`config.mk`:
```
export PLATFORM = sky130hd
export DESIGN_NAME = apb_slave_mux
export DESIGN_NICKNAME = d
export VERILOG_FILES = /design/src/rtl/apb_slave_mux.sv
export SDC_FILE = /design/constraint.sdc
export NUM_CORES = 1
export LEC_CHECK = 0
export CORE_AREA = 2 2 147 113
export DETAILED_ROUTE_END_ITERATION = 8
export DIE_AREA = 0 0 149 115
export HOLD_SLACK_MARGIN = 0.06
export PLACE_DENSITY = 0.79
export SLEW_MARGIN = 20
export SYNTH_ARGS = -nofsm -noshare
export SYNTH_HDL_FRONTEND = slang
export SYNTH_SLANG_ARGS = --single-unit
```
`constraint.sdc`:
```
create_clock -name clk -period 5.7 [get_ports clk]
set_input_delay 0.57 -clock clk [delete_from_list [all_inputs] [get_ports clk]]
set_output_delay 0.57 -clock clk [all_outputs]
set_load 0.05 [all_outputs]
```
`src/rtl/apb_slave_mux.sv`:
```
// APB fan-out from one master to N_SLV slaves. Each access is decoded, replayed
// downstream as SETUP/ACCESS, and terminated locally on unmapped address or timeout.
module apb_slave_mux #(
    parameter int N_SLV   = 4,
    parameter int SEL_LSB = 28,
    parameter int SEL_W   = 2,
    parameter int TIMEOUT = 250
) (
    input  logic                  clk,
    input  logic                  rst,
    input  logic                  s_psel,
    input  logic                  s_penable,
    input  logic [31:0]           s_paddr,
    input  logic                  s_pwrite,
    input  logic [31:0]           s_pwdata,
    output logic                  s_pready,
    output logic [31:0]           s_prdata,
    output logic                  s_pserr,
    output logic [N_SLV-1:0]      m_psel,
    output logic                  m_penable,
    output logic [31:0]           m_paddr,
    output logic                  m_pwrite,
    output logic [31:0]           m_pwdata,
    input  logic [N_SLV-1:0]      m_pready,
    input  logic [N_SLV*32-1:0]   m_prdata,
    input  logic [N_SLV-1:0]      m_pserr
);
    localparam int              IDXW     = SEL_W + 1;
    localparam logic [31:0]     ERR_DATA = 32'hBADADD12;
    localparam logic [31:0]     LOW_MASK = 32'((64'd1 << SEL_LSB) - 64'd1);
    localparam logic [IDXW-1:0] N_SLV_W  = IDXW'(N_SLV);
    localparam logic [15:0]     TMO_LAST = 16'(TIMEOUT - 1);

    typedef enum logic [1:0] {IDLE, SETUP, ACCESS, DONE} state_t;

    state_t             state_q;
    logic [SEL_W-1:0]   idx_q;
    logic [15:0]        timer_q;
    logic [N_SLV-1:0]   m_psel_q;
    logic               m_penable_q;
    logic [31:0]        m_paddr_q;
    logic               m_pwrite_q;
    logic [31:0]        m_pwdata_q;
    logic               s_pready_q;
    logic [31:0]        s_prdata_q;
    logic               s_pserr_q;

    logic [SEL_W-1:0]   s_idx;
    logic               sel_rdy;
    logic               sel_err;
    logic [31:0]        sel_rdata;

    assign s_idx = s_paddr[SEL_LSB+SEL_W-1:SEL_LSB];

    // Only the slave latched at decode time is listened to.
    always_comb begin
        sel_rdy   = 1'b0;
        sel_err   = 1'b0;
        sel_rdata = '0;
        for (int i = 0; i < N_SLV; i++) begin
            if (idx_q == SEL_W'(i)) begin
                sel_rdy   = m_pready[i];
                sel_err   = m_pserr[i];
                sel_rdata = m_prdata[32*i +: 32];
            end
        end
    end

    always_ff @(posedge clk) begin
        if (rst) begin
            state_q     <= IDLE;
            idx_q       <= '0;
            timer_q     <= '0;
            m_psel_q    <= '0;
            m_penable_q <= 1'b0;
            m_paddr_q   <= '0;
            m_pwrite_q  <= 1'b0;
            m_pwdata_q  <= '0;
            s_pready_q  <= 1'b0;
            s_prdata_q  <= '0;
            s_pserr_q   <= 1'b0;
        end else begin
            case (state_q)
                IDLE: begin
                    if (s_psel && s_penable) begin
                        if ({1'b0, s_idx} >= N_SLV_W) begin
                            s_pready_q <= 1'b1;
                            s_pserr_q  <= 1'b1;
                            s_prdata_q <= ERR_DATA;
                            state_q    <= DONE;
                        end else begin
                            idx_q       <= s_idx;
                            m_psel_q    <= N_SLV'(1) << s_idx;
                            m_penable_q <= 1'b0;
                            m_paddr_q   <= s_paddr & LOW_MASK;
                            m_pwrite_q  <= s_pwrite;
                            m_pwdata_q  <= s_pwdata;
                            state_q     <= SETUP;
                        end
                    end
                end
                SETUP: begin
                    m_penable_q <= 1'b1;
                    timer_q     <= '0;
                    state_q     <= ACCESS;
                end
                ACCESS: begin
                    timer_q <= timer_q + 16'd1;
                    // A slave answering on the last allowed cycle still wins over the timeout.
                    if (sel_rdy || timer_q == TMO_LAST) begin
                        m_psel_q    <= '0;
                        m_penable_q <= 1'b0;
                        m_paddr_q   <= '0;
                        m_pwrite_q  <= 1'b0;
                        m_pwdata_q  <= '0;
                        s_pready_q  <= 1'b1;
                        state_q     <= DONE;
                        if (sel_rdy) begin
                            s_pserr_q  <= sel_err;
                            s_prdata_q <= m_pwrite_q ? 32'd0 : sel_rdata;
                        end else begin
                            s_pserr_q  <= 1'b1;
                            s_prdata_q <= ERR_DATA;
                        end
                    end
                end
                DONE: begin
                    if (!s_penable) begin
                        s_pready_q <= 1'b0;
                        s_pserr_q  <= 1'b0;
                        s_prdata_q <= '0;
                        state_q    <= IDLE;
                    end
                end
                default: state_q <= IDLE;
            endcase
        end
    end

    assign s_pready  = s_pready_q;
    assign s_prdata  = s_prdata_q;
    assign s_pserr   = s_pserr_q;
    assign m_psel    = m_psel_q;
    assign m_penable = m_penable_q;
    assign m_paddr   = m_paddr_q;
    assign m_pwrite  = m_pwrite_q;
    assign m_pwdata  = m_pwdata_q;
endmodule
```
==> results.json, run 1 <==
{
  "status": "finished clean",
  "portBuffers": 302,
  "layout.nonclk_buf_share_pct": 31.38,
  "dieArea_mm2": 0.01714,
  "num_antenna_cells": 0,
  "signal_buffers": 307,
  "ys_cells": 654,
  "drt-met1-wl_mm": 8.328,
  "power_density_mw_per_mm2": 486.4,
  "power_w": 0.004744,
  "seq_area_frac_synth_pct": 39.06,
  "critPathMaxFanout": 55,
  "clk_latency_ns": 0.41,
  "warnings": 34,
  "crit_chain": "mux2_2 > o22ai_2 > a221o_2 > mux2_1",
  "skew_ns": 0.01166,
  "met3_length_mm": 1.190,
  "num_rows": 40,
  "core_region_area_mm2": 0.01572,
  "worstPathArrival_ns": 3.41,
  "slowest_stage": "dfxtp_4",
  "max_freq_ghz": 0.3197,
  "criticalPathCategory": "flop to flop",
  "netlist_instances": 654,
  "maxCapViolCount": 0,
  "nets": 1132,
  "place_hpwl_mm": 13.98,
  "ff_type": "dfxtp_1",
  "clk_pin_slew_ns": 0.06,
  "rsz0062_at_grt": "false",
  "regArea_mm2": 0.002406,
  "dr.max_layer_used": "met4",
  "numCtsBuffers": 17,
  "synth_flops": 120,
  "drc": 0,
  "largest_class": "logic gates",
  "yosysChipArea_mm2": 0.006151,
  "area_growth_pct": 58.54,
  "antenna_found_initial": 0,
  "slowest_delay_ns": 0.96,
  "flops": 120,
  "finalSetupTns_ns": 0,
  "overflow": 0,
  "die_w_um": 149,
  "drt_iter0_markers": 276,
  "final-hold-violation-count": 0,
  "cts_resized": 0,
  "route.met2.wl_mm": 9.084,
  "logic_area_mm2": 0.003403,
  "synth.avg_cell_area_um2": 9.405,
  "clockNetworkAreaShare_pct": 6.056,
  "clock_buffers": 17,
  "cts_sinks": 120,
  "endpoint_kind": "flop",
  "vias_per_cell": 4.972,
  "yosysTopAreaCell": "dfxtp_1",
  "cts_tree": "yes",
  "topCellsByArea": "dfxtp_1 39%, mux2i_1 23%, nand2_1 7.5%",
  "inverters": 7,
  "drt-pass1-iter-count": 4,
  "htreeDepth": 4,
  "p_leak_nw": 3.745,
  "tightest_slew_ns": 1.064,
  "seq_share_pct": 24.67,
  "grt_pass1_wl_mm": 29.44,
  "grt_pass1_vias": 5637,
  "synth-async-reset-ratio_pct": 0,
  "fillerInstances": 1336,
  "multi_input_comb_cells": 468,
  "clock_path_buffers": 2,
  "fp-utilization_pct": 39.14,
  "cp-start-kind": "flop",
  "cp_top_family": "AND-OR/OR-AND gates",
  "finalClockPeriodUsage_pct": 54.87,
  "drive_above_1_share_pct": 7.066,
  "tap_cells": 210,
  "setup_violations": 0,
  "die_h_um": 115,
  "finalMaxSlewViolations": 0,
  "min_path_type": "flop to flop",
  "relSlewSlack_pct": 29.04,
  "io_pins": 309,
  "ys_types": 46,
  "vdd_drop_max_mv": 0.2577,
  "hold_buffers": 0,
  "crit_required_ns": 5.99
}
[run 1: power by group]
part / total, W / leakage [nW] / internal, W / switching, W
clock: 0.00108 / 0.283 / 0.000654 / 0.000425
combinational: 0.00242 / 2.48 / 0.000925 / 0.00150
sequential: 0.00124 / 0.979 / 0.00109 / 0.000152
total: 0.00474 / 3.75 / 0.00267 / 0.00208
[run 1: state kept, by name (all words and copies together) (netlist names), 2 cells and up]
| signal | count |
|---|---|
| timer_q | 16 |
| state_q | 2 |
| m_paddr | 28 |
| m_psel | 4 |
| m_pwdata | 32 |
| s_prdata | 32 |
| idx_q | 2 |
[run 1: synth_stat cells (3+ instances only)]
cell type,number
a21oi_1,3
and4_1,3
buf_2,7
buf_4,6
buf_6,10
clkbuf_1,37
dfxtp_1,120
ha_1,6
inv_1,6
mux2i_1,139
mux4_2,16
nand2_1,123
nand2b_1,3
nand3_1,67
nand4_1,6
nor2_1,18
o21ai_0,21
o22ai_1,18
xor2_1,9
[run 1: cells in the final DEF, fill, tap and decap left out, types with 3 or more instances in the layout]
| cell | instances |
|---|---|
| mux2i_1 | 139 |
| nor2_1 | 18 |
| a21oi_1 | 3 |
| inv_1 | 5 |
| nand3_1 | 67 |
| clkbuf_16 | 17 |
| o21ai_0 | 21 |
| xor2_1 | 9 |
| inv_6 | 6 |
| o22ai_1 | 18 |
| nand4_1 | 6 |
| dfxtp_1 | 119 |
| conb_1 | 4 |
| clkinvlp_4 | 3 |
| clkdlybuf4s50_1 | 302 |
| mux4_2 | 16 |
| nand2b_1 | 3 |
| and4_1 | 3 |
| nand2_1 | 123 |
| ha_1 | 6 |
| buf_4 | 5 |
[run 1: logic make-up (layout without fill, tap and decap cells)]
logic type / count (synthesis) / after routing / share of synthesized area, %
other: 1 / 4 / 0.06097
and+or+nand+nor: 235 / 235 / 17.62
AOI/OAI and AO/OA: 54 / 54 / 5.513
adders and majority gates: 6 / 6 / 1.220
DFF: 120 / 120 / 39.06
muxes: 158 / 158 / 29.03
xor gates and xnor gates: 11 / 11 / 1.566
buffers and inverters: 69 / 346 / 5.940
[run 1: per-stage QoR]
step                util [%]  instance area (um^2)  std cells  setup slack (ns)  hold WS, ns
finish                 62.05                  9752       1144             2.572       0.4533
global route           62.05                  9752       1144             2.382       0.4701
CTS                    62.05                  9752       1144             2.497       0.4565
detailed placement     58.30                  9161       1112             2.502       0.4469
global placement       58.30                  9161       1112             2.506       0.4407
floorplan                  -                  6162        657             3.860       0.4619
[run 1: routing by layer]
metal / vias up / global-route usage [%]
li1: 2828 / -
met1: 2634 / 26.52
met2: 191 / 37.08
met3: 35 / 5.397
met4: 0 / 7.746
met5: - / 0
[run 1: worst paths after layout]
check                                       startpoint                endpoint  slack [ns]  depth (start not counted)
worst min-delay path            m_psel[1]$_SDFFE_PP0P_  m_psel[1]$_SDFFE_PP0P_        0.45                          2
worst max-delay path             idx_q[0]$_SDFFE_PP0P_   s_pready$_SDFFE_PP0P_        2.57                          4
worst max register to register   idx_q[0]$_SDFFE_PP0P_   s_pready$_SDFFE_PP0P_        2.57                          4
worst min register to register  m_psel[1]$_SDFFE_PP0P_  m_psel[1]$_SDFFE_PP0P_        0.45                          2
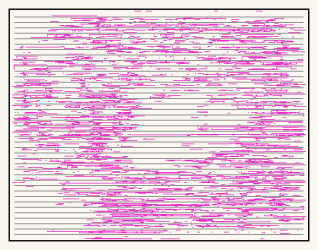
Run 1: signal wires on met1
Drawn at 2 px/um. Supply wires on this layer in grey.
wire length on this layer = 8,330 um
longest straight run = 53.8 um
nets with wire on the layer = 1,003

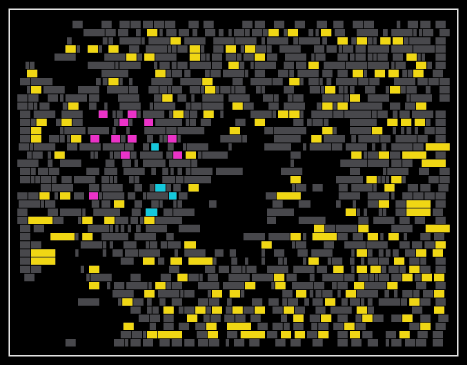
Run 1: gate-type map
Drawn at 3 px/um.
xor and xnor cells -> magenta  # cells 11
non-inverting ao/oa cells -> cyan  # cells 4
mux cells -> yellow  # cells 158, where spread over the die
Commonest Layout Cell: clkdlybuf4s50_1
Non-Filler Instances: 1,144
Comb/total area: 34.90%

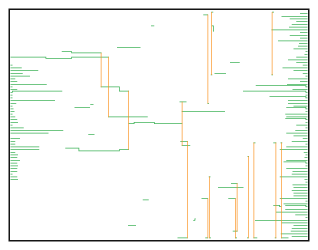
Run 1: wiring by layer
Drawn at 2 px/um. Two of the layers only.
metal 3 -> green  # wire length 1,190 um
metal 4 -> orange  # wire length 530 um
WL final: 19.13 mm
total track usage: 21.61%
wire per inst: 16.72 um
Via Count: 5,688

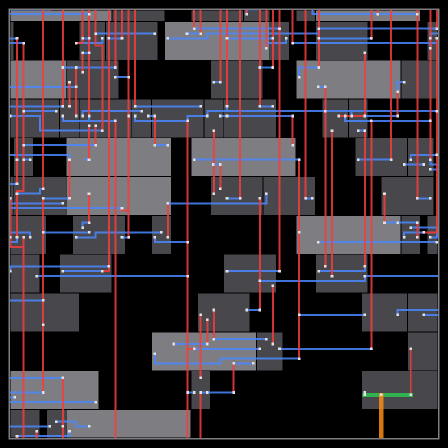
Run 1: close-up of the layout
Window x 60 to 90, y 66 to 96 um. Cells in grey, sequential cells in the stronger grey; small squares are vias.
metal 4 -> orange
metal 2 -> red
metal 1 -> blue
metal 3 -> green
netlist names of flops here include = m_paddr (3), m_psel (2), m_pwdata (2)
sequential cells in the window = 10
cells with their middle in the window = 49
most frequent = clkdlybuf4s50_1 (13), nand2_1 (9), dfxtp_1 (9)

==> inputs of run 2 (changes only) <==
--- a/config.mk
+++ b/config.mk
@@ -5,11 +5,11 @@
 export SDC_FILE = /design/constraint.sdc
 export NUM_CORES = 1
 export LEC_CHECK = 0
-export CORE_AREA = 2 2 147 113
+export CORE_AREA = 2 2 152 117
 export DETAILED_ROUTE_END_ITERATION = 8
-export DIE_AREA = 0 0 149 115
+export DIE_AREA = 0 0 154 119
 export HOLD_SLACK_MARGIN = 0.06
-export PLACE_DENSITY = 0.79
+export PLACE_DENSITY = 0.77
 export SLEW_MARGIN = 20
 export SYNTH_ARGS = -nofsm -noshare
 export SYNTH_HDL_FRONTEND = slang
==> constraint.sdc (replaced) <==
create_clock -name clk -period 2.6 [get_ports clk]
set_input_delay 0.26 -clock clk [delete_from_list [all_inputs] [get_ports clk]]
set_output_delay 0.26 -clock clk [all_outputs]
set_load 0.05 [all_outputs]
==> run 2 against run 1 <==
  * Register-to-register slack lost 2.2 ns
  * Total power grew 120%
  * Fmax grew 41%
  * Core utilization shrank 3.8 points
  * Sequential power grew 120%
  * Flip-flop count is the same
  * Combinational power grew 130%
  * Clock skew shrank 0.0024 ns
  * Count of clock-buffer cells in the layout grew 1
  * Die area grew 7.0%
  * Non-clock buffer count grew 10
  * Critical path type unchanged
  * Critical endpoint is now m_pwdata[25]$_SDFFE_PP0P_
  * Largest power group unchanged
==> results.json, run 2 <==
{
  "criticalPathCategory": "flop to flop",
  "finalSetupTns_ns": 0,
  "netlist_instances": 654,
  "crit_chain": "inv_1 > ha_1 > nand2_1 > o22ai_2 > a211oi_4 > buf_4 > mux2i_1",
  "num_rows": 42,
  "core_region_area_mm2": 0.01708,
  "ys_sh_aoi_pct": 5.513,
  "vias_per_cell": 4.967,
  "endpoint_kind": "flop",
  "p_leak_nw": 3.828,
  "design_area_mm2": 0.009941,
  "common_cells": "139 x mux2i_1, 123 x nand2_1, 120 x dfxtp_1",
  "status": "finished clean",
  "drt-pass1-iter-count": 5,
  "clockRootBuffer": "clkbuf_16",
  "synth-async-reset-ratio_pct": 0,
  "ys_cells": 654,
  "regArea_mm2": 0.002406,
  "drc": 0,
  "setup_violations": 0,
  "xor_area_share_pct": 1.566,
  "place_hpwl_mm": 14.06,
  "vias": 5787,
  "dieArea_mm2": 0.01833,
  "clk_pin_slew_ns": 0.06,
  "stdcell_count": 1165,
  "area_growth_pct": 61.62,
  "hold_buffers": 0,
  "drive_above_1_share_pct": 8.051,
  "htreeDepth": 4,
  "slowest_delay_ns": 0.60,
  "cp_top_family": "AND-OR/OR-AND gates",
  "yosysChipArea_mm2": 0.006151,
  "synth.avg_cell_area_um2": 9.405,
  "finalMaxSlewViolations": 0,
  "ys_top_logic_family": "multiplexers",
  "synth_top_cell_by_count": "mux2i_1",
  "die_w_um": 154,
  "io_pins": 309,
  "clk_latency_ns": 0.41,
  "max_freq_ghz": 0.4522,
  "drt_iter0_markers": 282,
  "grt_pass1_vias": 5562,
  "lay_top_count": "clkdlybuf4s50_1",
  "skew_ns": 0.009232,
  "topCellsByArea": "dfxtp_1 39%, mux2i_1 23%, nand2_1 7.5%",
  "cts_sinks": 120,
  "die_h_um": 119,
  "min_path_type": "primary input to flop",
  "final-hold-violation-count": 0,
  "seq_area_frac_synth_pct": 39.06,
  "grt_pass1_wl_mm": 29.59,
  "crit_required_ns": 2.94,
  "final_cell_mix": "302 x clkdlybuf4s50_1, 139 x mux2i_1, 123 x nand2_1",
  "fillerInstances": 1483,
  "overflow": 0,
  "dpl_cell_area_mm2": 0.009374,
  "finalClockPeriodUsage_pct": 85.06,
  "mux_area_share_pct": 29.03,
  "tightest_slew_ns": 0.7307,
  "simple_gate_area_share_pct": 17.62,
  "numCtsBuffers": 17,
  "vdd_drop_max_mv": 0.6248,
  "dp.cells": 1132,
  "ys_sh_adder_pct": 1.221,
  "antenna_found_initial": 1,
  "cp-start-kind": "flop",
  "rsz0062_at_grt": "false",
  "ys_types": 46,
  "clock_path_buffers": 2,
  "ff_type": "dfxtp_1",
  "critPathMaxFanout": 9,
  "worstPathArrival_ns": 2.55,
  "critPathBufInv": 2,
  "relSlewSlack_pct": 51.28,
  "logic_area_mm2": 0.003403,
  "maxCapViolCount": 0,
  "yosysTopAreaCell": "dfxtp_1"
}
==> run 2: worst register-to-register path, delay by kind of cell (launching register included) <==
family | cells | cell delay (ns)
adders and majority gates | 1 | 0.32
DFF | 1 | 0.38
AOI/OAI and AO/OA | 2 | 0.72
buffers and inverters | 2 | 0.41
muxes | 1 | 0.19
and+or+nand+nor | 1 | 0.13
==> run 2: area by class of cell <==
| class | instances | share of cell area [%] |
|---|---|---|
| Inverter | 7 | 0.2895 |
| Tap cell | 220 | 2.769 |
| Multi-Input combinational cell | 468 | 34.24 |
| Sequential cell | 120 | 24.20 |
| Clock inverter | 14 | 1.259 |
| Clock buffer | 18 | 4.418 |
| Antenna cell | 1 | 0.02517 |
| Timing Repair Buffer | 317 | 32.80 |
==> run 2: kinds of logic (layout without fill, tap and decap cells) <==
group,Yosys count,count (layout)
flip-flops,120,120
buffers and inverters,69,356
AND-OR/OR-AND,54,54
AND/OR/NAND/NOR,235,235
XOR/XNOR,11,11
other,1,5
adder cells (fa/ha/maj),6,6
multiplexers,158,158
==> run 2: per-stage QoR <==
step	setup WS [ns]	util (%)	power [W]
3_5_place_dp	0.3188	54.89	0.008349
3_3_place_gp	0.3598	54.89	0.008289
2_1_floorplan	0.7598	-	0.006488
4_1_cts	0.3358	58.19	0.01062
5_1_grt	0.1859	58.21	0.01101
6_report	0.3884	58.21	0.01052
==> run 2: report_power, final <==
group	internal, W	total, W	switching (W)
sequential	0.00239	0.00268	0.000293
combinational	0.00222	0.00561	0.00339
clock	0.00134	0.00224	0.000892
==> run 2: per-layer routing <==
metal	routed length (um)	GRT usage, %
met5	0	0
met4	207	4.614
met3	1281	6.295
met2	9194	34.64
met1	8069	25.00
==> run 2: final timing paths <==
path,from,to,slack [ns],cells past startpoint
setup / recovery,state_q[0]$_SDFFE_PP0P_,m_pwdata[25]$_SDFFE_PP0P_,0.39,7
hold / removal,s_pwdata[21],m_pwdata[21]$_SDFFE_PP0P_,0.43,3
hold reg to reg,m_psel[1]$_SDFFE_PP0P_,m_psel[1]$_SDFFE_PP0P_,0.45,2
setup reg to reg,state_q[0]$_SDFFE_PP0P_,m_pwdata[25]$_SDFFE_PP0P_,0.39,7
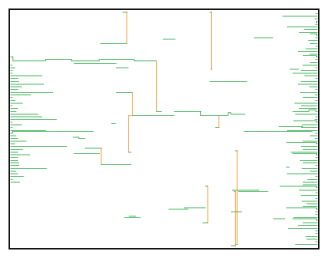
Run 2: wiring by layer
Drawn at 2 px/um. Two of the layers only.
metal 4 -> orange  # wire length 208 um
metal 3 -> green  # wire length 1,280 um

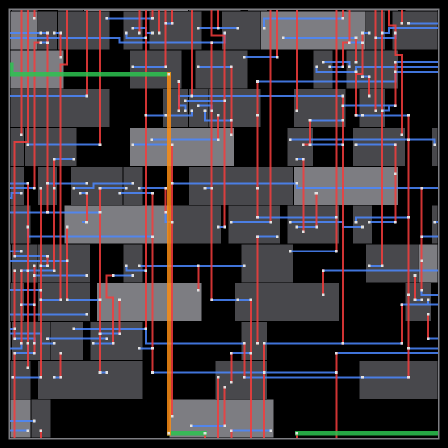
Run 2: close-up of the layout
Window x 62 to 92, y 68 to 98 um. Cells in grey, sequential cells in the stronger grey; small squares are vias.
metal 3 -> green
metal 2 -> red
metal 4 -> orange
metal 1 -> blue
cells with their middle in the window = 53
most frequent = clkdlybuf4s50_1 (12), nand2_1 (9), mux2i_1 (8)
netlist names of flops here include = m_psel (3), m_paddr (2)
sequential cells in the window = 7

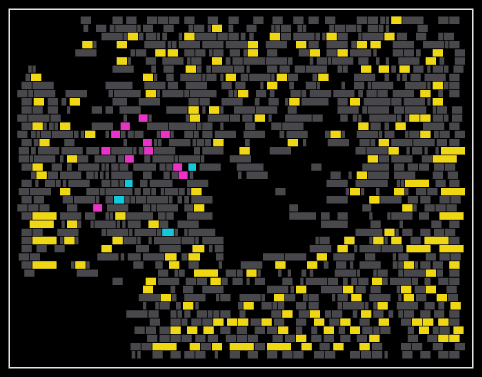
Run 2: gate-type map
Drawn at 3 px/um.
xor and xnor cells -> magenta  # cells 11
mux cells -> yellow  # cells 158, where spread over the die
non-inverting ao/oa cells -> cyan  # cells 4

Power is estimated from default activity; no workload was simulated.
